`src/rtl/snake_tile_renderer.sv`:
```
// Snake board renderer: composites snake body, head and food tiles over a background
// pixel stream, using a per-tile-row occupancy bitmap built one row ahead by a scan FSM.
module snake_tile_renderer #(
   parameter  int GRID_W   = 10,
   parameter  int GRID_H   = 10,
   parameter  int TILE     = 40,
   parameter  int ORIGIN_X = 48,
   parameter  int ORIGIN_Y = 48,
   parameter  int MAX_SEG  = 100,
   parameter  int COORD_W  = 8,
   parameter  int COLOR_W  = 12,
   localparam int CNT_W    = $clog2(MAX_SEG + 1),
   localparam int ADDR_W   = $clog2(MAX_SEG)
) (
   input  logic               clk,
   input  logic               reset,
   input  logic               frame_start,
   input  logic               line_start,
   input  logic [9:0]         pix_x,
   input  logic [9:0]         pix_y,
   input  logic               active_in,
   input  logic               hsync_in,
   input  logic               vsync_in,
   input  logic [COLOR_W-1:0] bg_color,
   input  logic [COLOR_W-1:0] snake_color,
   input  logic [COLOR_W-1:0] head_color,
   input  logic [COLOR_W-1:0] food_color,
   input  logic [COORD_W-1:0] food_x,
   input  logic [COORD_W-1:0] food_y,
   input  logic [CNT_W-1:0]   seg_count,
   output logic               seg_rd_en,
   output logic [ADDR_W-1:0]  seg_rd_addr,
   input  logic [COORD_W-1:0] seg_x,
   input  logic [COORD_W-1:0] seg_y,
   output logic [COLOR_W-1:0] pixel_color,
   output logic               active_out,
   output logic               hsync_out,
   output logic               vsync_out,
   output logic               scan_overrun
);

   localparam int COL_W = $clog2(GRID_W + 1);
   localparam int ROW_W = $clog2(GRID_H + 1);
   localparam int SUB_W = $clog2(TILE);
   localparam int IDX_W = (GRID_W > 1) ? $clog2(GRID_W) : 1;

   typedef enum logic [1:0] {
      IDLE  = 2'd0,
      READ  = 2'd1,
      DRAIN = 2'd2,
      DONE  = 2'd3
   } state_t;

   state_t             state_r;
   logic [COL_W-1:0]   col_r;
   logic [SUB_W-1:0]   sub_r;
   logic               col_on_r;
   logic [ROW_W-1:0]   row_r;
   logic [SUB_W-1:0]   subrow_r;
   logic               row_on_r;
   logic [GRID_W-1:0]  front_bits_r;
   logic [COL_W-1:0]   front_head_col_r;
   logic               front_head_valid_r;
   logic [GRID_W-1:0]  back_bits_r;
   logic [COL_W-1:0]   back_head_col_r;
   logic               back_head_valid_r;
   logic               back_ready_r;
   logic [ROW_W-1:0]   target_row_r;
   logic [CNT_W-1:0]   n_r;
   logic               pend_r;
   logic [ADDR_W-1:0]  pend_idx_r;
   logic               active_d1_r;
   logic               hsync_d1_r;
   logic               vsync_d1_r;
   logic [COLOR_W-1:0] bg_d1_r;

   logic               origin_line_s;
   logic               advance_s;
   logic               wrap_s;
   logic               swap_s;
   logic [ROW_W-1:0]   k_s;
   logic               scan_next_s;
   logic [CNT_W-1:0]   n_s;
   logic               seg_ok_s;
   logic               head_hit_s;
   logic [GRID_W-1:0]  hit_mask_s;
   logic               in_board_s;
   logic [COLOR_W-1:0] color_s;

   assign origin_line_s = line_start && (pix_y == 10'(ORIGIN_Y));
   assign advance_s     = line_start && !origin_line_s && row_on_r && (row_r < ROW_W'(GRID_H));
   assign wrap_s        = advance_s && (subrow_r == SUB_W'(TILE - 1));
   // k_s is the tile row whose first line is starting; only rows inside the board swap.
   assign swap_s        = !frame_start &&
                          (origin_line_s || (wrap_s && (row_r < ROW_W'(GRID_H - 1))));
   assign k_s           = origin_line_s ? ROW_W'(0) : (row_r + ROW_W'(1));
   assign scan_next_s   = swap_s && (k_s < ROW_W'(GRID_H - 1));
   assign n_s           = (seg_count > CNT_W'(MAX_SEG)) ? CNT_W'(MAX_SEG) : seg_count;

   assign seg_ok_s   = pend_r &&
                       (seg_x != {COORD_W{1'b1}}) && (seg_y != {COORD_W{1'b1}}) &&
                       (seg_x < COORD_W'(GRID_W)) && (seg_y == COORD_W'(target_row_r));
   assign head_hit_s = seg_ok_s && (pend_idx_r == ADDR_W'(0));

   // Decode the returned segment column into a one-hot bitmap contribution.
   always_comb begin
      hit_mask_s = {GRID_W{1'b0}};
      for (int b = 0; b < GRID_W; b++) begin
         hit_mask_s[b] = seg_ok_s && (seg_x == COORD_W'(b));
      end
   end

   // Tile classification of the pixel held in pipeline stage 1.
   always_comb begin
      color_s    = bg_d1_r;
      in_board_s = col_on_r && (col_r < COL_W'(GRID_W)) &&
                   row_on_r && (row_r < ROW_W'(GRID_H));
      if (!in_board_s) begin
         color_s = bg_d1_r;
      end else if (front_head_valid_r && (col_r == front_head_col_r)) begin
         color_s = head_color;
      end else if (front_bits_r[col_r[IDX_W-1:0]]) begin
         color_s = snake_color;
      end else if ((COORD_W'(row_r) == food_y) && (COORD_W'(col_r) == food_x)) begin
         color_s = food_color;
      end else begin
         color_s = bg_d1_r;
      end
   end

   // Column and row tile counters; a new frame keeps rows out of board until the origin line.
   always_ff @(posedge clk) begin
      if (reset) begin
         col_r    <= COL_W'(0);
         sub_r    <= SUB_W'(0);
         col_on_r <= 1'b0;
         row_r    <= ROW_W'(0);
         subrow_r <= SUB_W'(0);
         row_on_r <= 1'b0;
      end else begin
         if (pix_x == 10'(ORIGIN_X)) begin
            col_r    <= COL_W'(0);
            sub_r    <= SUB_W'(0);
            col_on_r <= 1'b1;
         end else if (col_on_r && (col_r < COL_W'(GRID_W))) begin
            if (sub_r == SUB_W'(TILE - 1)) begin
               sub_r <= SUB_W'(0);
               col_r <= col_r + COL_W'(1);
            end else begin
               sub_r <= sub_r + SUB_W'(1);
            end
         end
         if (frame_start) begin
            row_on_r <= 1'b0;
         end else if (origin_line_s) begin
            row_r    <= ROW_W'(0);
            subrow_r <= SUB_W'(0);
            row_on_r <= 1'b1;
         end else if (advance_s) begin
            if (wrap_s) begin
               subrow_r <= SUB_W'(0);
               row_r    <= row_r + ROW_W'(1);
            end else begin
               subrow_r <= subrow_r + SUB_W'(1);
            end
         end
      end
   end

   // Scan FSM, double-buffered bitmap and row-boundary swap.
   always_ff @(posedge clk) begin
      if (reset) begin
         state_r            <= IDLE;
         seg_rd_en          <= 1'b0;
         seg_rd_addr        <= ADDR_W'(0);
         n_r                <= CNT_W'(0);
         pend_r             <= 1'b0;
         pend_idx_r         <= ADDR_W'(0);
         target_row_r       <= ROW_W'(0);
         back_bits_r        <= {GRID_W{1'b0}};
         back_head_col_r    <= COL_W'(0);
         back_head_valid_r  <= 1'b0;
         back_ready_r       <= 1'b0;
         front_bits_r       <= {GRID_W{1'b0}};
         front_head_col_r   <= COL_W'(0);
         front_head_valid_r <= 1'b0;
         scan_overrun       <= 1'b0;
      end else begin
         pend_r     <= seg_rd_en;
         pend_idx_r <= seg_rd_addr;

         case (state_r)
            IDLE: begin
               seg_rd_en <= 1'b0;
            end
            READ: begin
               back_bits_r <= back_bits_r | hit_mask_s;
               if (head_hit_s) begin
                  back_head_col_r   <= seg_x[COL_W-1:0];
                  back_head_valid_r <= 1'b1;
               end
               if (seg_rd_addr == ADDR_W'(n_r - CNT_W'(1))) begin
                  seg_rd_en <= 1'b0;
                  state_r   <= DRAIN;
               end else begin
                  seg_rd_addr <= seg_rd_addr + ADDR_W'(1);
               end
            end
            DRAIN: begin
               back_bits_r <= back_bits_r | hit_mask_s;
               if (head_hit_s) begin
                  back_head_col_r   <= seg_x[COL_W-1:0];
                  back_head_valid_r <= 1'b1;
               end
               state_r <= DONE;
            end
            DONE: begin
               back_ready_r <= 1'b1;
               state_r      <= IDLE;
            end
            default: begin
               seg_rd_en <= 1'b0;
               state_r   <= IDLE;
            end
         endcase

         if (swap_s) begin
            if (back_ready_r && (target_row_r == k_s)) begin
               front_bits_r       <= back_bits_r;
               front_head_col_r   <= back_head_col_r;
               front_head_valid_r <= back_head_valid_r;
               back_ready_r       <= 1'b0;
            end else begin
               front_bits_r       <= {GRID_W{1'b0}};
               front_head_col_r   <= COL_W'(0);
               front_head_valid_r <= 1'b0;
               scan_overrun       <= 1'b1;
            end
         end

         // Starting a scan overrides whatever the FSM and back buffer were doing.
         if (frame_start || scan_next_s) begin
            target_row_r      <= frame_start ? ROW_W'(0) : (k_s + ROW_W'(1));
            n_r               <= n_s;
            seg_rd_addr       <= ADDR_W'(0);
            pend_r            <= 1'b0;
            back_bits_r       <= {GRID_W{1'b0}};
            back_head_col_r   <= COL_W'(0);
            back_head_valid_r <= 1'b0;
            back_ready_r      <= 1'b0;
            if (n_s == CNT_W'(0)) begin
               seg_rd_en <= 1'b0;
               state_r   <= DONE;
            end else begin
               seg_rd_en <= 1'b1;
               state_r   <= READ;
            end
         end
      end
   end

   // Two-stage pixel pipeline: stage 1 aligns with the tile counters, stage 2 drives the pins.
   always_ff @(posedge clk) begin
      if (reset) begin
         active_d1_r <= 1'b0;
         hsync_d1_r  <= 1'b0;
         vsync_d1_r  <= 1'b0;
         bg_d1_r     <= COLOR_W'(0);
         active_out  <= 1'b0;
         hsync_out   <= 1'b0;
         vsync_out   <= 1'b0;
         pixel_color <= COLOR_W'(0);
      end else begin
         active_d1_r <= active_in;
         hsync_d1_r  <= hsync_in;
         vsync_d1_r  <= vsync_in;
         bg_d1_r     <= bg_color;
         active_out  <= active_d1_r;
         hsync_out   <= hsync_d1_r;
         vsync_out   <= vsync_d1_r;
         pixel_color <= active_d1_r ? color_s : COLOR_W'(0);
      end
   end

endmodule

```
`config.mk`:
```
export PLATFORM = sky130hd
export DESIGN_NAME = snake_tile_renderer
export DESIGN_NICKNAME = d
export VERILOG_FILES = /design/src/rtl/snake_tile_renderer.sv
export SDC_FILE = /design/constraint.sdc
export NUM_CORES = 1
export LEC_CHECK = 0
export CORE_MARGIN = 3
export CORE_UTILIZATION = 44
export DETAILED_ROUTE_END_ITERATION = 10
export PLACE_DENSITY = 0.84
export SLEW_MARGIN = 20
export SYNTH_ARGS = -nofsm -noshare
export SYNTH_HDL_FRONTEND = slang
export SYNTH_SLANG_ARGS = --single-unit
```
`constraint.sdc`:
```
create_clock -name clk -period 2.31 [get_ports clk]
set_input_delay 0.3465 -clock clk [delete_from_list [all_inputs] [get_ports clk]]
set_output_delay 0.3465 -clock clk [all_outputs]
set_load 0.03 [all_outputs]
```
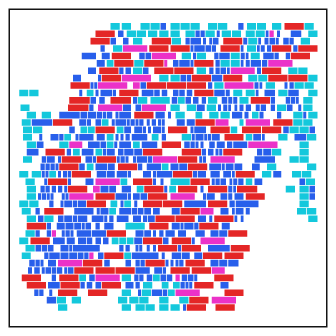
**Above:** placement by cell class.
[other buffers and delay cells] cyan | cells: 178 | share of their area: 22%
[all other logic] blue | cells: 457 | share of their area: 40%
[flops] red | cells: 113 | share of their area: 29%
[clock drivers and dummy loads] magenta | cells: 32 | share of their area: 8.3%
fraction of area in registers: 0.287
# rows: 39
final core utilization: 0.677
Core Area: 11700 µm²

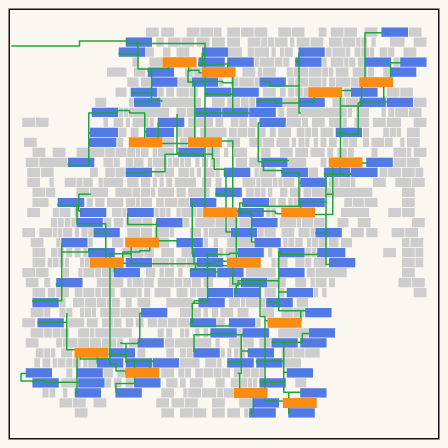
**Above:** clock distribution.
[clock wires] green | length: 1420 µm
[flip-flops] blue | count: 113
[cells driving clock nets] orange | count: 17
routed clock nets: 18
post-route clock skew: 0.00671 ns
clk latency late pin: 0.41 ns
Clock power frac: 0.516
clock group power: 2.79 mW

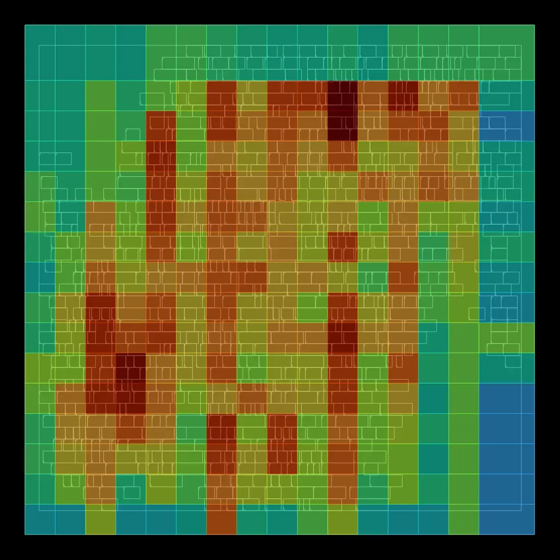
**Above:** track usage over the die.
met2 track demand over resource: 0.386
GRT Max-Usage Layer: met2
fraction of met1 tracks used by global routing: 0.264
overall fraction of global-route tracks in use: 0.224

power groups by stage:
stage,Sequential (mW),Combinational [mW],Clock [mW]
finish,2.02,0.597,2.79
global route,2.02,0.642,2.92
CTS,2.02,0.551,2.82
detailed placement,2.06,0.542,0
global placement,2.06,0.525,0
floorplan,2.08,0.209,0
synthesized netlist by cell type (all sizes together) (6+ instances only):
cell    instances  area [µm²]
dfxtp         113        2260
nor2           47         176
nand2          45         176
o21ai          41         205
a21oi          37         185
inv            36         135
nor2b          28         175
xnor2          22         208
nand3          18        90.1
a31oi          17         106
xor2           16         140
a22o           15         131
clkbuf         14        52.6
ha             14         175
mux2           14         158
nand4          14         103
buf            10        61.3
mux2i           9        90.1
nor3            9        56.3
nor4            7        58.8
o21a            7        52.6
or3             6        37.5
per-stage QoR:
step | hold WS (ns) | instances
after global routing | 0.459 | 923
after floorplan | 0.414 | 593
final | 0.441 | 923
after global placement | 0.421 | 888
after CTS | 0.449 | 920
after detailed placement | 0.445 | 888
worst min-delay path by stage:
stage                       from           endpoint  slack [ns]  cells after the start
2_1_floorplan         hsync_d1_r          hsync_out        0.41                      1
3_3_place_gp          hsync_d1_r          hsync_out        0.42                      1
3_5_place_dp   back_head_valid_r  back_head_valid_r        0.44                      2
4_1_cts               hsync_d1_r          hsync_out        0.45                      1
5_1_grt               hsync_d1_r          hsync_out        0.46                      1
6_report              hsync_d1_r          hsync_out        0.44                      1
what timing repair did:
item                       4_1_cts  5_1_grt
resized                          3       22
pin swaps                        0        3
gates cloned                     0        2
hold endpoints to repair         0        0
setup buffers                    0        1
setup endpoints to repair        4       40
kinds of logic after synthesis:
family	share of synthesized area
buf+inv	0.0466
mux	0.0548
flops	0.424
compound gates	0.173
xor+xnor	0.0651
simple gates	0.204
fa+ha+maj	0.0328
==> flow_metrics.py <==
# Physical implementation metrics
metrics = {
    "route": {
        "wl_met1_um": 6120,
        "dr.max_layer_used": "met4",
        "met3_wirelength_um": 1040,
        "drt-wirelength-per-cell_um": 16.9,
    },
    "worst_setup_path": {
        "rr_endpoint": "target_row_r[3]",
        "worst_setup_path_end_kind": "flop",
        "worst_ep_arrival_time_ns": 2.57,
        "max_stage_delay_ns": 0.50,
        "cp-endpoint": "target_row_r[3]",
        "worst-path-max-fanout": 5,
        "cp_slowest_cell": "or4_4",
        "worst-r2r-cell-count": 7,
        "regToRegStartpoint": "subrow_r[0]",
    },
    "global_route": {
        "globalRoute.totalOverflow": 0,
        "wire_length_of_the_first_global_routing_pass_um": 23800,
        "m3_gr_usage": 0.0585,
    },
    "place": {
        "dp_hpwl_um": 11100,
        "placement.cell_area_um2": 7120,
    },
    "finish": {
        "flop_area_um2": 2270,
        "design.final.nets": 895,
        "number_of_diodes_added_for_antenna_fixing": 0,
        "synthToLayoutAreaGrowth_pct": 47.8,
        "combGateArea_um2": 2960,
    },
    "clock_tree": {
        "cts_root_buffer": "clkbuf_16",
        "number_of_clock_sinks": 113,
        "cts_hold_buffers": 0,
    },
    "sta": {
        "maxClockFrequency_ghz": 0.448,
        "maxSlewHeadroom": 0.633,
        "finalMaxSlewViolations": 0,
    },
    "power": {
        "internal_power_mw": 4.24,
        "p_leak_nw": 3.01,
        "switching_share": 0.217,
    },
    "synthesis": {
        "synth-edff-count": 0,
        "post_synth.cell_area_avg_um2": 9.01,
        "dominant_register_cell": "dfxtp_1",
        "number_of_synthesis_warnings": 0,
        "synthesis.nets": 721,
        "syn_inst": 593,
        "yosys_register_bits": 113,
        "ys_chip_area_um2": 5340,
        "synth.lib_cells_used.distinct": 69,
        "seq_share_synth": 0.424,
    },
    "floorplan": {
        "io_pins": 138,
    },
    "job": {
        "total_tool_warning_count": 32,
    },
    "outcome": {
        "outcome": "finished, final reports clean",
    },
}
Power is estimated from default activity; no workload was simulated.
